File: src/rtl/rx_sample_reader.sv
// rx_sample_reader: reads one I/Q sample from the receiver DDC output port
// by walking its word selects. It rebuilds signed 24-bit I and Q, queues the
// sample in a small FIFO and presents it downstream with valid/ready.
// Drops are tracked in sticky flags and in a saturating counter.
module rx_sample_reader #(
    parameter int DEPTH = 16,
    parameter int AW    = 4
) (
    input  logic          adc_clk,
    input  logic          reset_n,
    input  logic          rx_avail,
    input  logic [15:0]   rx_dout,
    output logic          rd_getI,
    output logic          rd_getQ,
    output logic          out_valid,
    input  logic          out_ready,
    output logic [23:0]   out_i,
    output logic [23:0]   out_q,
    output logic [AW:0]   fifo_level,
    output logic          overrun,
    output logic          collision,
    output logic [15:0]   drop_count,
    input  logic          clr_stats
);

    typedef enum logic [2:0] {IDLE, GET_I, GET_Q, GET_X, PUSH} state_t;

    typedef struct packed {
        logic [23:0] i;
        logic [23:0] q;
    } sample_t;

    state_t      state;
    logic [15:0] i_lo, q_lo, x;

    sample_t     mem [DEPTH];
    logic [AW:0] wr_ptr, rd_ptr;
    sample_t     wr_sample, head, last;
    logic        push, full, empty, do_rd, do_wr, collide, drop_ovr;

    // Upper bytes of I and Q arrive together in the third word
    assign wr_sample = '{i: {x[15:8], i_lo}, q: {x[7:0], q_lo}};
    assign push      = (state == PUSH);

    assign empty     = (wr_ptr == rd_ptr);
    assign full      = (wr_ptr[AW] != rd_ptr[AW]) &&
                       (wr_ptr[AW-1:0] == rd_ptr[AW-1:0]);
    assign do_rd     = !empty && out_ready;
    // A full FIFO still takes the write when the head leaves the same cycle
    assign do_wr     = push && (!full || do_rd);
    assign drop_ovr  = push && full && !do_rd;
    assign collide   = rx_avail && (state inside {GET_I, GET_Q, GET_X});

    assign out_valid  = !empty;
    assign fifo_level = wr_ptr - rd_ptr;
    assign head       = mem[rd_ptr[AW-1:0]];
    // Once drained, keep showing the last sample that left rather than stale RAM
    assign out_i      = empty ? last.i : head.i;
    assign out_q      = empty ? last.q : head.q;

    // Capture FSM; word selects are registered decodes of the next state
    always_ff @(posedge adc_clk or negedge reset_n) begin
        if (!reset_n) begin
            state   <= IDLE;
            rd_getI <= 1'b0;
            rd_getQ <= 1'b0;
            i_lo    <= '0;
            q_lo    <= '0;
            x       <= '0;
        end else begin
            case (state)
                IDLE: begin
                    if (rx_avail) begin
                        state   <= GET_I;
                        rd_getI <= 1'b1;
                    end
                end
                GET_I: begin
                    i_lo    <= rx_dout;
                    state   <= GET_Q;
                    rd_getI <= 1'b0;
                    rd_getQ <= 1'b1;
                end
                GET_Q: begin
                    q_lo    <= rx_dout;
                    state   <= GET_X;
                    rd_getQ <= 1'b0;
                end
                GET_X: begin
                    x     <= rx_dout;
                    state <= PUSH;
                end
                PUSH: begin
                    if (rx_avail) begin
                        state   <= GET_I;
                        rd_getI <= 1'b1;
                    end else begin
                        state <= IDLE;
                    end
                end
                default: begin
                    state   <= IDLE;
                    rd_getI <= 1'b0;
                    rd_getQ <= 1'b0;
                end
            endcase
        end
    end

    // Sample storage; contents need no reset, validity comes from the pointers
    always_ff @(posedge adc_clk) begin
        if (do_wr) mem[wr_ptr[AW-1:0]] <= wr_sample;
    end

    // FIFO pointers, plus the last sample handed downstream
    always_ff @(posedge adc_clk or negedge reset_n) begin
        if (!reset_n) begin
            wr_ptr <= '0;
            rd_ptr <= '0;
            last   <= '0;
        end else begin
            if (do_wr) wr_ptr <= wr_ptr + 1'b1;
            if (do_rd) begin
                rd_ptr <= rd_ptr + 1'b1;
                last   <= head;
            end
        end
    end

    // Drop statistics; a clear wins over a drop in the same cycle
    always_ff @(posedge adc_clk or negedge reset_n) begin
        if (!reset_n) begin
            overrun    <= 1'b0;
            collision  <= 1'b0;
            drop_count <= '0;
        end else if (clr_stats) begin
            overrun    <= 1'b0;
            collision  <= 1'b0;
            drop_count <= '0;
        end else begin
            if (drop_ovr) overrun   <= 1'b1;
            if (collide)  collision <= 1'b1;
            if ((drop_ovr || collide) && drop_count != 16'hFFFF)
                drop_count <= drop_count + 16'd1;
        end
    end

endmodule

File: config.mk
export PLATFORM = sky130hd
export DESIGN_NAME = rx_sample_reader
export DESIGN_NICKNAME = d
export VERILOG_FILES = /design/src/rtl/rx_sample_reader.sv
export SDC_FILE = /design/constraint.sdc
export NUM_CORES = 1
export LEC_CHECK = 0
export CAP_MARGIN = 5
export CORE_ASPECT_RATIO = 2
export CORE_MARGIN = 1
export CORE_UTILIZATION = 50
export CTS_CLUSTER_DIAMETER = 60
export DETAILED_ROUTE_END_ITERATION = 10
export GPL_TIMING_DRIVEN = 1
export PLACE_DENSITY = 0.67
export SYNTH_ARGS = -nofsm -noshare
export SYNTH_HDL_FRONTEND = slang
export SYNTH_SLANG_ARGS = --single-unit
File: constraint.sdc
create_clock -name adc_clk -period 8.2 [get_ports adc_clk]
set_input_delay 0.82 -clock adc_clk [delete_from_list [all_inputs] [get_ports adc_clk]]
set_output_delay 0.82 -clock adc_clk [all_outputs]
set_load 0.01 [all_outputs]
Figure 1. M1 wires (run 1).
The bar under the picture is 50 um long.
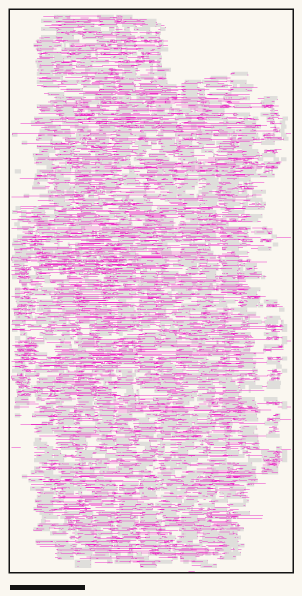
share of all routed wire: 38%
nets with wire on the layer: 2000

Figure 2. Metal 2 (run 1).
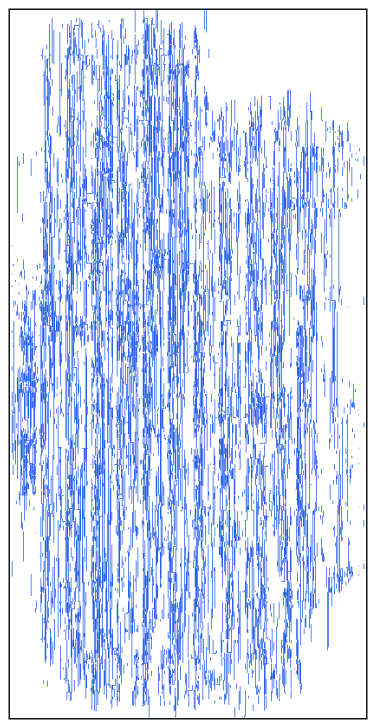
nets with wire on the layer: 1809
wire length on this layer: 42.8 mm
longest straight run: 163 um
main direction: vertical
Global Route met2 Usage: 41.59%
via count: 18490
final WL: 82120 um

Figure 3. M3 wires (run 1).
The bar under the picture is 50 um long.
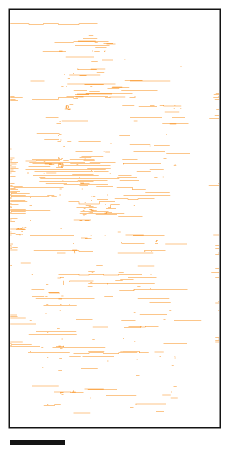
wire length on this layer: 4610 um
main direction: horizontal
longest straight run: 72.2 um
share of all routed wire: 5.6%
met3 global-route usage: 3.809%

[run 1: layer usage]
| metal | vias to the layer above | track usage (%) | part of all wire, % |
|---|---|---|---|
| met5 | - | 0 | 0.028 |
| met4 | 4 | 11.11 | 4.3 |
| met3 | 180 | 3.809 | 5.6 |
| met2 | 658 | 41.59 | 52 |
| met1 | 9637 | 28.90 | 38 |
| li1 | 8014 | - | - |
[run 1: layout by cell type (no fill, tap or decap), types with 3 or more instances in the layout]
cell type / instances
a21oi_1: 108
a22oi_1: 96
a31oi_1: 49
buf_4: 36
clkbuf_1: 16
clkbuf_16: 78
clkbuf_8: 10
clkdlybuf4s50_1: 93
clkinv_1: 13
clkinv_2: 13
clkinvlp_4: 3
dfrtp_1: 125
dfrtp_4: 3
diode_2: 4
edfxtp_1: 768
ha_1: 10
inv_1: 14
inv_6: 3
mux2_2: 49
mux2i_1: 194
mux4_2: 96
nand2_1: 156
nand2b_1: 3
nand3_1: 6
nand4_1: 5
nor2_1: 64
nor2_4: 16
nor3_2: 5
o2111ai_1: 4
o21ai_0: 56
o31ai_1: 3
or3_1: 6
or4_1: 3
xnor2_1: 11
xor2_1: 5
[run 1: flip-flops by register name (all words and copies together), names as in the netlist, 3 cells and up]
name        count
mem           768
last           48
drop_count     16
i_lo           16
q_lo           16
x              16
rd_ptr          5
wr_ptr          5
state           3
[run 1: cell type report]
class	instances	share of cell area [%]
inverter	15	0.1432
sequential	897	66.88
antenna	4	0.02545
timing repair buffer	131	3.134
clock inverter	33	0.4900
tap	897	2.854
clock buffer	104	5.466
multi-input combinational	969	21.00
[run 1: kinds of logic after synthesis]
family / synth area share (%)
buffers and inverters: 1.579
AND/OR/NAND/NOR: 3.320
adder cells (fa/ha/maj): 0.4154
AND-OR/OR-AND: 5.709
flip-flops: 75.25
XOR/XNOR: 0.4011
multiplexers: 13.33
[run 1: stage by stage]
stage / hold slack (ns) / power, uW / cells / util [%]
2_1_floorplan: 0.4505 / 9285 / 1997 / -
3_3_place_gp: 0.4634 / 11140 / 2909 / 53.65
5_1_grt: 0.3191 / 15220 / 3048 / 57.06
4_1_cts: 0.2696 / 14660 / 3046 / 57.05
6_report: 0.2597 / 14570 / 3050 / 57.06
3_5_place_dp: 0.4709 / 11240 / 2909 / 53.65
[run 1: worst reg2reg max path, stage by stage (launching register included)]
cell     delay (ns)
dfrtp_4        1.01
inv_1          0.30
ha_1           0.39
nand4_1        0.18
o311a_1        0.37
nand2_1        0.34
nor2_4         0.89
buf_4          0.61
[run 1: worst paths after layout]
check	cells after the start	slack, ns	startpoint	endpoint
max in group asynchronous	2	6.54	reset_n	rd_ptr[0]$_DFFE_PN0P_
setup reg to reg	7	3.71	rd_ptr[1]$_DFFE_PN0P_	mem[15][30]$_DFFE_PP_
hold / removal	1	0.26	reset_n	q_lo[11]$_DFFE_PN0P_
setup / recovery	7	2.71	rd_ptr[1]$_DFFE_PN0P_	out_i[20]
min in group adc_clk	2	0.48	last[27]$_DFFE_PN0P_	last[27]$_DFFE_PN0P_
hold reg to reg	2	0.48	last[27]$_DFFE_PN0P_	last[27]$_DFFE_PN0P_
==> Changelog: implementation, run 1 <==
### Metrics

* Status: finished, final reports clean
* PwrDens at 370.5 nW/um^2
* First-pass GRT wire length at 122700 um
* Area of the multi-input gates at 8260 um^2
* Standard-cell row count at 136
* Synth warn at 0
* Area Overhead vs Synth at 12.56%
* Total gr overflow at 0
* Mean post-synth cell area at 17.49 um^2
* Post-DP HPWL at 46160 um
* Latency at later pin at 0.64 ns
* Yosys top cell by instances: edfxtp_1
* FF+latch count, synth at 897
* Fin area at 39330 um^2
* Slowest cell on crit path: dfrtp_4
* Worst path buffer plus inverter count at 3
* Unique cell types at 47
* IR drop worst, VDD at 0.0003303 V
* Post-Syn Instances at 1997
* Count of final max-slew check failures at 0
* Top cell type by total area after synthesis: edfxtp_1
* Final hold vios at 0
* Worst-margin pin slew at 1.172 ns
* Total negative slack at 0 ns
* Yosys Instances at 1997
* Top pwr grp: sequential cells
* Post-CTS Setup Bufs at 0
* Ys async rst share at 14.38%
* Log Warnings at 32
* Clock Power Share at 23.6%
* Vias in the first global route at 19250
* Worst hold path class: input pin to async pin
* DR vias/cell at 6.063
* Max Cap Violations at 0
* CTS tree: done
* Slowest stage delay, CP at 1.01 ns
* Dominant flop cell: edfxtp_1
* Max Buffers Root-to-Sink at 3
* Post-CTS Hold Fix Bufs at 0
* Share of layout cells above drive strength 1 at 15.22%
* Core Region at 68920 um^2
* Port-buffer cells at 94
* WP data required at 7.38 ns
* Post-cts resize count at 0
* Sequential cell area at 26300 um^2
* Cell Chain, Critical Path: inv_1 > nor2_4 > buf_4 > a22oi_1 > a31oi_1 > a21oi_1 > clkdlybuf4s50_1
* Final worst path period share at 67.00%
* Cell Int Power at 9785 uW
* DRT Pass-1 Iters at 6
==> run 2: changes to the inputs <==
PLACE_DENSITY = 0.69   (was 0.67)
clock period = 4.8 ns   (was 8.2 ns; I/O delays follow)
Figure 4. Metal 2 (run 2).
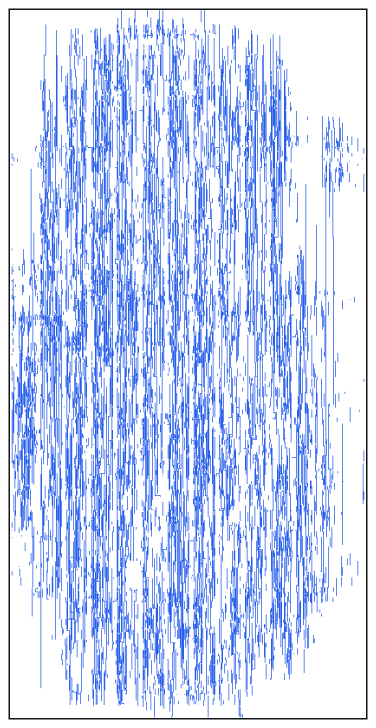
nets with wire on the layer: 1847
wire length on this layer: 44.5 mm
main direction: vertical
longest straight run: 92.6 um
share of all routed wire: 54%

==> run 2 against run 1 <==
  * Clock-buffer cell count shrank 2
  * Cell count up 0.46%
  * Die size unchanged
  * Sequential power grew 69%
  * Worst setup slack got worse by 2.3 ns
  * Register-to-register slack lost 2.5 ns
  * Via count grew 0.41%
  * Power rose by 73%
  * Utilization rose by 0.38 points
  * Largest power group unchanged
==> Changelog: implementation, run 2 <==
### Metrics

* Status: finished, final reports clean
* Mean post-synth cell area at 17.49 um^2
* Hold endpoint: last[23]$_DFFE_PN0P_
* FF+latch count, synth at 897
* Final WL at 82820 um
* RR Endpoint: mem[11][41]$_DFFE_PP_
* Final hold vios at 0
* Top cell type by total area after synthesis: edfxtp_1
* DRT Pass-1 Iters at 6
* IR drop worst, VDD at 0.0004895 V
* Unique cell types at 47
* PwrDens at 635.3 nW/um^2
* Yosys Instances at 1997
* Share of layout cells above drive strength 1 at 16.01%
* Post-Syn Instances at 1997
* Clock Power Share at 24.0%
* Vias in the first global route at 19340
* Area Overhead vs Synth at 13.30%
* Worst Hold Path Cells at 2
* Ys async rst share at 14.38%
* Total negative slack at 0 ns
* Worst-margin pin slew at 1.015 ns
* DR vias/cell at 6.060
* Fin Hold WS at 0.4804 ns
* Final worst path period share at 91.49%
* Reg2Reg Setup Slack at 1.22 ns
* First-pass GRT wire length at 122300 um
* Total gr overflow at 0
* Worst hold start: last[23]$_DFFE_PN0P_
* Area of the multi-input gates at 8285 um^2
* Max Buffers Root-to-Sink at 3
* N_diodes at 0
* Via count at 18570
* Latency at later pin at 0.64 ns
* Max Cap Violations at 0
* Dominant flop cell: edfxtp_1
* Post-cts resize count at 0
* Core Region at 68920 um^2
* Power, Total at 25150 uW
* Most used logic cell in the final layout: edfxtp_1
* Worst Reg-to-Reg Cells at 7
* Post-DP HPWL at 46410 um
-- run 2: how the worst max path moves through the flow --
stage                                from              endpoint  slack (ns)  depth (start not counted)
floorplan           rd_ptr[2]$_DFFE_PN0P_  mem[15][0]$_DFFE_PP_        0.33                          9
global placement    rd_ptr[2]$_DFFE_PN0P_              out_i[8]        1.06                          7
detailed placement  rd_ptr[0]$_DFFE_PN0P_              out_q[5]        1.06                          7
CTS                 rd_ptr[0]$_DFFE_PN0P_              out_q[5]        0.34                          7
global route        rd_ptr[0]$_DFFE_PN0P_             out_q[19]        0.22                          7
finish              rd_ptr[0]$_DFFE_PN0P_              out_q[5]        0.41                          7
-- run 2: routing by layer --
metal  vias to the layer above  global-route usage (%)  part of all wire, %  routed length (um)
li1                       8043                       -                    -                   -
met1                      9669                   28.00                   37               30380
met2                       696                   43.12                   54               44500
met3                       160                   3.613                  6.0                4943
met4                         0                   9.419                  3.6                2990
met5                         -                       0                    0                   0
-- run 2: cells by family (layout without fill, tap and decap cells) --
logic type,after synthesis,count (layout),synth area share [%]
fa+ha+maj,11,11,0.4154
compound gates,326,326,5.709
xor+xnor,16,16,0.4011
mux,339,339,13.33
buf+inv,131,301,1.579
flops,897,897,75.25
simple gates,277,277,3.320
-- run 2: layout make-up --
type | instances | area share, %
Sequential cell | 897 | 66.45
Multi-Input combinational cell | 969 | 20.93
Clock buffer | 102 | 5.307
Timing Repair Buffer | 148 | 3.568
Tap cell | 897 | 2.835
Clock inverter | 36 | 0.7712
Inverter | 15 | 0.1422
-- run 2: power by group through the flow --
stage | logic (uW) | clock network [uW] | registers (uW)
detailed placement | 7710 | 0 | 11600
finish | 7680 | 6030 | 11400
global route | 8240 | 6400 | 11600
global placement | 7620 | 0 | 11500
CTS | 7760 | 6120 | 11400
floorplan | 4970 | 0 | 10900
-- run 2: per-stage QoR --
step,worst slack [ns],cell area (um^2),std cells
3_5_place_dp,1.061,37170,2925
3_3_place_gp,1.057,37170,2925
4_1_cts,0.3368,39590,3064
5_1_grt,0.2213,39590,3064
2_1_floorplan,0.3349,34960,1997
6_report,0.4085,39590,3064
-- run 2: worst max-delay path, cell delays in order, from the launching register on --
cell	delay (ns)
dfrtp_4	0.80
buf_4	0.79
mux4_2	0.60
nand2_1	0.08
a21oi_1	0.07
a31oi_1	0.29
a21oi_1	0.12
clkdlybuf4s50_1	0.49
-- run 2: timing repair --
item	4_1_cts	5_1_grt
buffers inserted	0	0
hold buffers	1	0
endpoints found under the hold margin	30	0
Power and IR drop assume default switching activity.
